Fig. 1: routed metal per tile
Bar = 100 um. 30 x 30 tiles, from dark blue (low) to red (high), scaled to the fullest tile. Values are wire area over tile area, all layers added.
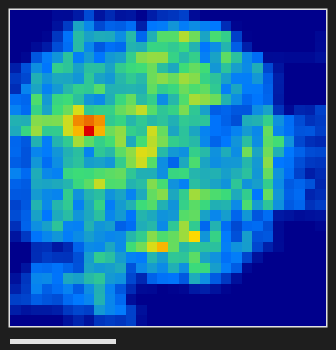
Fig. 2: placed cells, one colour a class
Fill, decap, tap and diode cells in grey.
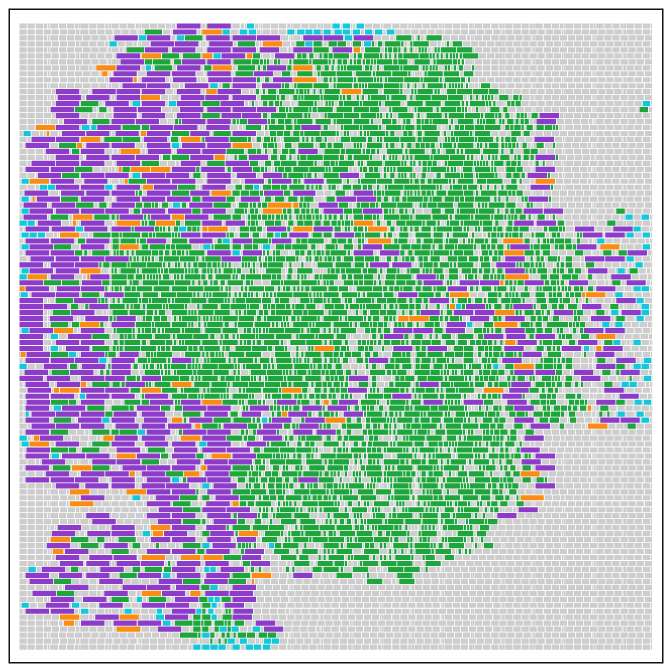
Fig. 3: met3 routing
Bar = 100 um.
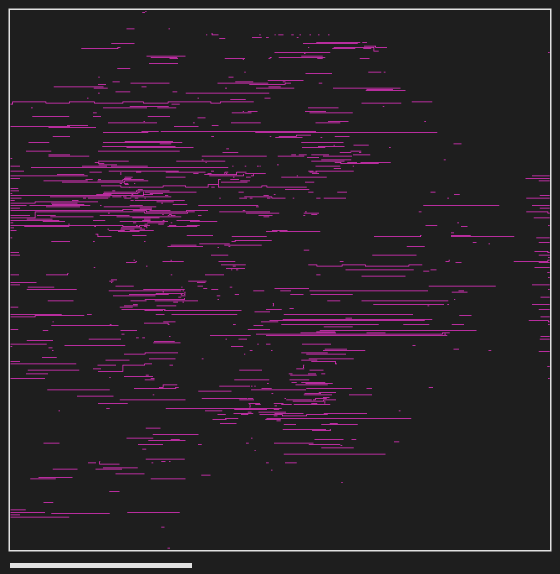
Fig. 4: M1 wires
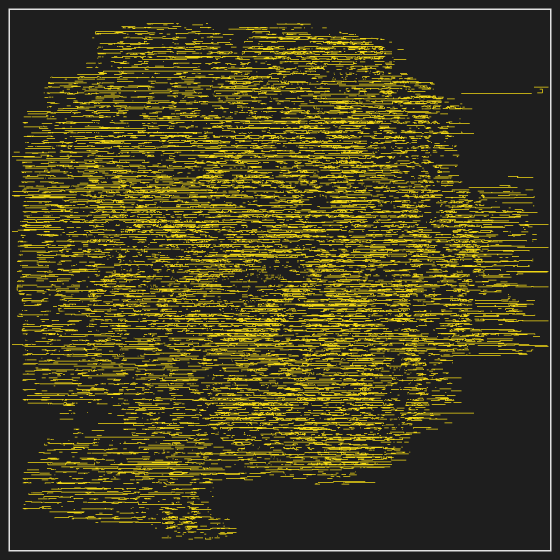
$ cat config.mk
export PLATFORM = sky130hd
export DESIGN_NAME = twiddle_mult
export DESIGN_NICKNAME = d
export VERILOG_FILES = /design/src/rtl/fft_pkg.sv /design/src/rtl/cmul3.sv /design/src/rtl/twiddle_mult.sv
export SDC_FILE = /design/constraint.sdc
export NUM_CORES = 2
export LEC_CHECK = 0
export CAP_MARGIN = 20
export CORE_MARGIN = 4
export CORE_UTILIZATION = 55
export CTS_BUF_LIST = sky130_fd_sc_hd__clkbuf_4 sky130_fd_sc_hd__clkbuf_8 sky130_fd_sc_hd__clkbuf_16
export DETAILED_ROUTE_END_ITERATION = 8
export PLACE_DENSITY = 0.86
export SKIP_LAST_GASP = 1
export SYNTH_ARGS = -nofsm -noshare
export SYNTH_HDL_FRONTEND = slang
export SYNTH_SLANG_ARGS = --single-unit
$ cat constraint.sdc
create_clock -name clk -period 7.2 [get_ports clk]
set_input_delay 1.44 -clock clk [delete_from_list [all_inputs] [get_ports clk]]
set_output_delay 1.44 -clock clk [all_outputs]
set_load 0.01 [all_outputs]
$ cat src/rtl/fft_pkg.sv
// Shared FFT definitions: default sizing, the twiddle-multiplier state encoding,
// and the coefficient index width.
package fft_pkg;

  localparam int FFT_N    = 16;
  localparam int FFT_MSB  = 16;
  localparam int FFT_FRAC = 7;

  typedef enum logic [1:0] {
    IDLE  = 2'd0,
    REQ   = 2'd1,
    LOAD  = 2'd2,
    READY = 2'd3
  } state_t;

  // $clog2(n/2), kept at least one bit wide so tiny FFTs still get a legal index port.
  function automatic int idx_width(input int n);
    return (n / 2 <= 1) ? 1 : $clog2(n / 2);
  endfunction

endpackage

$ cat src/rtl/cmul3.sv
// Three-multiplier complex multiply (a+jb)*(c+js) with a 3-register pipeline and valid bit.
// Uses precomputed c, c+s and c-s so only three products are needed.
module cmul3
  import fft_pkg::*;
#(
  parameter int MSB  = FFT_MSB,
  parameter int FRAC = FFT_FRAC
) (
  input  logic                  clk,
  input  logic                  rst,
  input  logic                  in_valid,
  input  logic signed [MSB-1:0] a,
  input  logic signed [MSB-1:0] b,
  input  logic signed [MSB-1:0] c,
  input  logic signed [MSB-1:0] cps,
  input  logic signed [MSB-1:0] cms,
  output logic                  out_valid,
  output logic signed [MSB-1:0] re,
  output logic signed [MSB-1:0] im
);

  // Wide enough that the product differences can never overflow before the shift.
  localparam int PW = 2 * MSB + 2;

  logic                  v1, v2;
  logic signed [MSB-1:0] a1, b1, c1, cps1, cms1;
  logic signed [MSB:0]   s1, s1_n;
  logic signed [PW-1:0]  m1, m2, m3;
  logic signed [PW-1:0]  m1_n, m2_n, m3_n;
  logic signed [PW-1:0]  d_re, d_im;
  logic signed [MSB-1:0] re_n, im_n;

  always_comb begin
    s1_n = (MSB+1)'(a) + (MSB+1)'(b);
    m1_n = PW'(c1) * PW'(s1);
    m2_n = PW'(b1) * PW'(cps1);
    m3_n = PW'(a1) * PW'(cms1);
    d_re = m1 - m2;
    d_im = m1 - m3;
    // Arithmetic shift, then plain truncation: results wrap rather than saturate.
    re_n = MSB'(d_re >>> FRAC);
    im_n = MSB'(d_im >>> FRAC);
  end

  always_ff @(posedge clk or posedge rst) begin
    if (rst) begin
      v1        <= 1'b0;
      v2        <= 1'b0;
      out_valid <= 1'b0;
      a1        <= '0;
      b1        <= '0;
      s1        <= '0;
      c1        <= '0;
      cps1      <= '0;
      cms1      <= '0;
      m1        <= '0;
      m2        <= '0;
      m3        <= '0;
      re        <= '0;
      im        <= '0;
    end else begin
      v1        <= in_valid;
      v2        <= v1;
      out_valid <= v2;
      if (in_valid) begin
        a1   <= a;
        b1   <= b;
        s1   <= s1_n;
        c1   <= c;
        cps1 <= cps;
        cms1 <= cms;
      end
      if (v1) begin
        m1 <= m1_n;
        m2 <= m2_n;
        m3 <= m3_n;
      end
      if (v2) begin
        re <= re_n;
        im <= im_n;
      end
    end
  end

endmodule

$ cat src/rtl/twiddle_mult.sv
// Twiddle-factor multiplier: loads one stage's coefficients from the mapper into a
// local buffer, then streams samples through the cmul3 datapath.
module twiddle_mult
  import fft_pkg::*;
#(
  parameter int N    = FFT_N,
  parameter int MSB  = FFT_MSB,
  parameter int FRAC = FFT_FRAC
) (
  input  logic                        clk,
  input  logic                        rst,
  input  logic                        start,
  input  logic [idx_width(N)-1:0]     stage,
  output logic                        map_start,
  output logic [idx_width(N)-1:0]     map_stage,
  input  logic                        map_we,
  input  logic                        map_valid,
  input  logic [idx_width(N)-1:0]     map_idx,
  input  logic signed [MSB-1:0]       map_c,
  input  logic signed [MSB-1:0]       map_cps,
  input  logic signed [MSB-1:0]       map_cms,
  input  logic                        in_valid,
  output logic                        in_ready,
  input  logic signed [MSB-1:0]       in_re,
  input  logic signed [MSB-1:0]       in_im,
  input  logic [idx_width(N)-1:0]     in_k,
  output logic                        out_valid,
  output logic signed [MSB-1:0]       out_re,
  output logic signed [MSB-1:0]       out_im,
  output logic                        busy
);

  localparam int DEPTH = N / 2;

  state_t state, state_n;

  logic signed [MSB-1:0] coef_c   [DEPTH];
  logic signed [MSB-1:0] coef_cps [DEPTH];
  logic signed [MSB-1:0] coef_cms [DEPTH];

  logic accept;

  always_ff @(posedge clk or posedge rst) begin
    if (rst) begin
      state     <= IDLE;
      map_stage <= '0;
    end else begin
      state <= state_n;
      if ((state == IDLE || state == READY) && start)
        map_stage <= stage;
    end
  end

  always_comb begin
    state_n = state;
    case (state)
      IDLE:    if (start) state_n = REQ;
      REQ:     state_n = LOAD;
      LOAD:    if (map_valid) state_n = READY;
      READY:   if (start) state_n = REQ;
      default: state_n = IDLE;
    endcase
  end

  always_comb begin
    map_start = 1'b0;
    in_ready  = 1'b0;
    busy      = 1'b0;
    case (state)
      REQ: begin
        map_start = 1'b1;
        busy      = 1'b1;
      end
      LOAD:    busy     = 1'b1;
      READY:   in_ready = 1'b1;
      default: ;
    endcase
  end

  // Coefficient storage is deliberately left unreset; it is only meaningful after a LOAD.
  always_ff @(posedge clk) begin
    if (state == LOAD && map_we) begin
      coef_c[map_idx]   <= map_c;
      coef_cps[map_idx] <= map_cps;
      coef_cms[map_idx] <= map_cms;
    end
  end

  assign accept = in_valid && in_ready;

  cmul3 #(
    .MSB  (MSB),
    .FRAC (FRAC)
  ) u_cmul3 (
    .clk       (clk),
    .rst       (rst),
    .in_valid  (accept),
    .a         (in_re),
    .b         (in_im),
    .c         (coef_c[in_k]),
    .cps       (coef_cps[in_k]),
    .cms       (coef_cms[in_k]),
    .out_valid (out_valid),
    .re        (out_re),
    .im        (out_im)
  );

endmodule
==> flow_summary.toml <==
# generated from flow reports
[routing]
first_pass_iters = 5
post-route-drc-count = 0
drt_iter0_markers = 2278
drtAntennaViolNets = 0
vias_per_cell = 5.58
avgRoutedWirePerCell_um = 20.0

[timing]
maxSlewHeadroom_pct = 39.2
rsz0062_at_grt = "no"
setup_viol = 0
worst_pin_slew_ns = 0.912
skew_ns = 0.0505
finalCritPeriodShare_pct = 88.5
finalSetupTns_ns = 0
clock.fmax_mhz = 157
hold_viol = 0
layout_min_cycle_time_ns = 6.37
drv_slew = 0
finalWorstSetupSlack_ns = 0.828

[yosys]
syn_inst = 4003
mux_share_pct = 7.82
async_reset_ff_share_pct = 34.9
top_cells_by_count = "inv_1, fa_1, nand2_1"
synth_warnings = 0
top_area_cell = "edfxtp_1"
yosys.area_share.adder_pct = 30.6
syn_area_per_cell_um2 = 11.5
ys_ff = 590
ys_seq_share_pct = 36.3
yosys_area_um2 = 45900
area_leaders = "edfxtp_1, fa_1, dfrtp_1"
ys_top_logic_family = "adder cells"
synth.most_common_cell = "inv_1"
synth.distinct_cells = 65
xor_share_pct = 3.05
syn-num-nets = 4904
yosysCellCount = 4003
top_cell_area_share_pct = 25.1
simple_gate_share_pct = 10.1
flop_cell = "edfxtp_1"
syn-cell-area_um2 = 45900
compound_area_share_pct = 4.44
edf_count = 384

[cts]
clockBufferDepth = 3
post_cts.resized_instances = 0
cts.sinks = 590
cts-root-buf = "clkbuf_16"
clock_latency_ns = 0.64
holdBufCountCts = 0
clk_pin_slew_ns = 0.06
cts_buffers = 66
cts_tree = "done"
post_cts_buffers = 0
htreeDepth = 3

[die]
ioPinCount = 134
core-area_um2 = 82400
initCoreUtil_pct = 55.8
die_h_um = 297
fp.dieW_um = 297
placementRows = 105
die_area_um2 = 88200

[placed_design]
dpl-instance-area_um2 = 48200
place_ws_ns = 0.858
hpwl_um = 75900
gp_congestion = 0.925
place.port_buffers = 133

[worst_setup_path]
cpMaxStageDelayCell = "dfrtp_1"
cpLargestDelayFamily = "adder cells"
cp_max_fo = 17
path_buffers = 4
slowest_delay_ns = 0.58
crit_type = "flip-flop to flip-flop"
endpoint_kind = "flip-flop"
crit_required_ns = 7.69
arrival_ns = 6.86
worst_setup_path_start_kind = "flip-flop"
crit_top_cell = "fa_1"
crit_chain = "and2_1 -> fa_1 -> inv_1 -> fa_1 -> fa_1 -> fa_1 -> inv_1 -> fa_1 -> inv_1 -> fa_1 -> inv_1 -> ha_1 -> a21o_1 -> a21o_1 -> a21oi_1 -> o21ai_1 -> o31ai_2 -> o21a_1 -> o21ai_1 -> xor2_1 -> mux2_2"

[finish]
stdcell_area_um2 = 50600
drive_gt1_share_pct = 8.14
n_fill_cell = 5987
fin_nets = 4964
syn_to_final_growth_pct = 10.1

[global_route]
track_usage_pct = 24.0
grt_pass1_wl_um = 168000
grt_max_degree = 88
grt_pass1_vias = 31100
gr-total-overflow = 0
antenna_found_initial = 6

[hold_path]
min_path_type = "flip-flop to flip-flop"

[job]
tool_warnings = 29
maxCapViolations = 0

[run_status]
status = "finished, final reports clean"
Notes on Fig. 1 above:
emptiest ninth of the die: bottom right
nearly empty tiles: 20%
fullest tile: 0.75
mean over tiles: 0.20
tiles over half the peak: 12%

Notes on Fig. 2 above:
legend:
  flip-flops:
    colour: purple
    cells: 590
    share_of_their_area: 34%
  other buffers and delay cells:
    colour: cyan
    cells: 153
    share_of_their_area: 3.0%
  all other logic:
    colour: green
    cells: 3252
    share_of_their_area: 58%
  clock drivers and dummy loads:
    colour: orange
    cells: 121
    share_of_their_area: 4.8%

Notes on Fig. 3 above:
nets with wire on the layer: 392
main direction: horizontal
met3 Use GR: 4.85%
via count: 28900
wirelength, routed: 104000 um

Notes on Fig. 4 above:
longest straight run: 78.7 um
main direction: horizontal

[placed cells by master, fill, tap and decap left out, drive strengths merged, types with 93 or more instances in the layout]
master	count
and2	325
clkdlybuf4s50	130
xnor2	123
nand2	444
o21ai	139
edfxtp	384
clkbuf	93
fa	527
mux4	96
ha	279
inv	773
dfrtp	206
[layer usage]
metal	global-route usage [%]	share of wire (%)	vias to the layer above	wire length (um)
li1	-	-	12900	-
met1	31.1	39	14500	40100
met2	39.5	48	1204	50200
met3	4.85	8.2	286	8490
met4	11.0	5.0	4	5220
met5	0	0.022	-	23
[sequential cells by signal, indices dropped and copies added (netlist names), 17 cells and up]
register,flops
u_cmul3.m2,23
coef_cps,128
coef_cms,128
u_cmul3.m1,23
u_cmul3.m3,23
u_cmul3.s1,17
coef_c,128
[through the flow]
step | util, % | instances | hold slack (ns)
after global placement | 58.5 | 5065 | 0.469
after floorplan | - | 4003 | 0.352
after CTS | 61.4 | 5186 | 0.501
after global routing | 61.4 | 5187 | 0.516
final | 61.4 | 5189 | 0.490
after detailed placement | 58.5 | 5065 | 0.489
[cell type report]
cell class              count  area [um2]  area share [%]
multi-input cells        2479       25800            51.0
flip-flops and latches    590       16700            33.0
inverters                 773        2910            5.75
clock buffers              93        1930            3.82
repair buffers            153        1480            2.92
well taps                1070        1340            2.65
clock inverters            28         427           0.844
diodes                      3        7.51          0.0148
[final timing paths]
path                                     from        endpoint  slack (ns)  cells past startpoint
max in group asynchronous                 rst      u_cmul3.v1        4.47                      3
worst max-delay path            u_cmul3.s1[7]  u_cmul3.m1[20]        0.83                     21
worst max register to register  u_cmul3.s1[7]  u_cmul3.m1[20]        0.83                     21
worst min register to register  u_cmul3.re[8]   u_cmul3.re[8]        0.49                      1
min in group asynchronous                 rst  u_cmul3.m2[20]        1.30                      2
worst min-delay path            u_cmul3.re[8]   u_cmul3.re[8]        0.49                      1
[logic make-up (layout without fill, tap and decap cells)]
family                     Yosys count  in the layout
and+or+nand+nor                    954            954
buffers and inverters              934           1047
adders and majority gates          806            806
DFF                                590            590
AOI/OAI and AO/OA                  329            329
muxes                              230            230
xor gates and xnor gates           160            160
other                                0              3
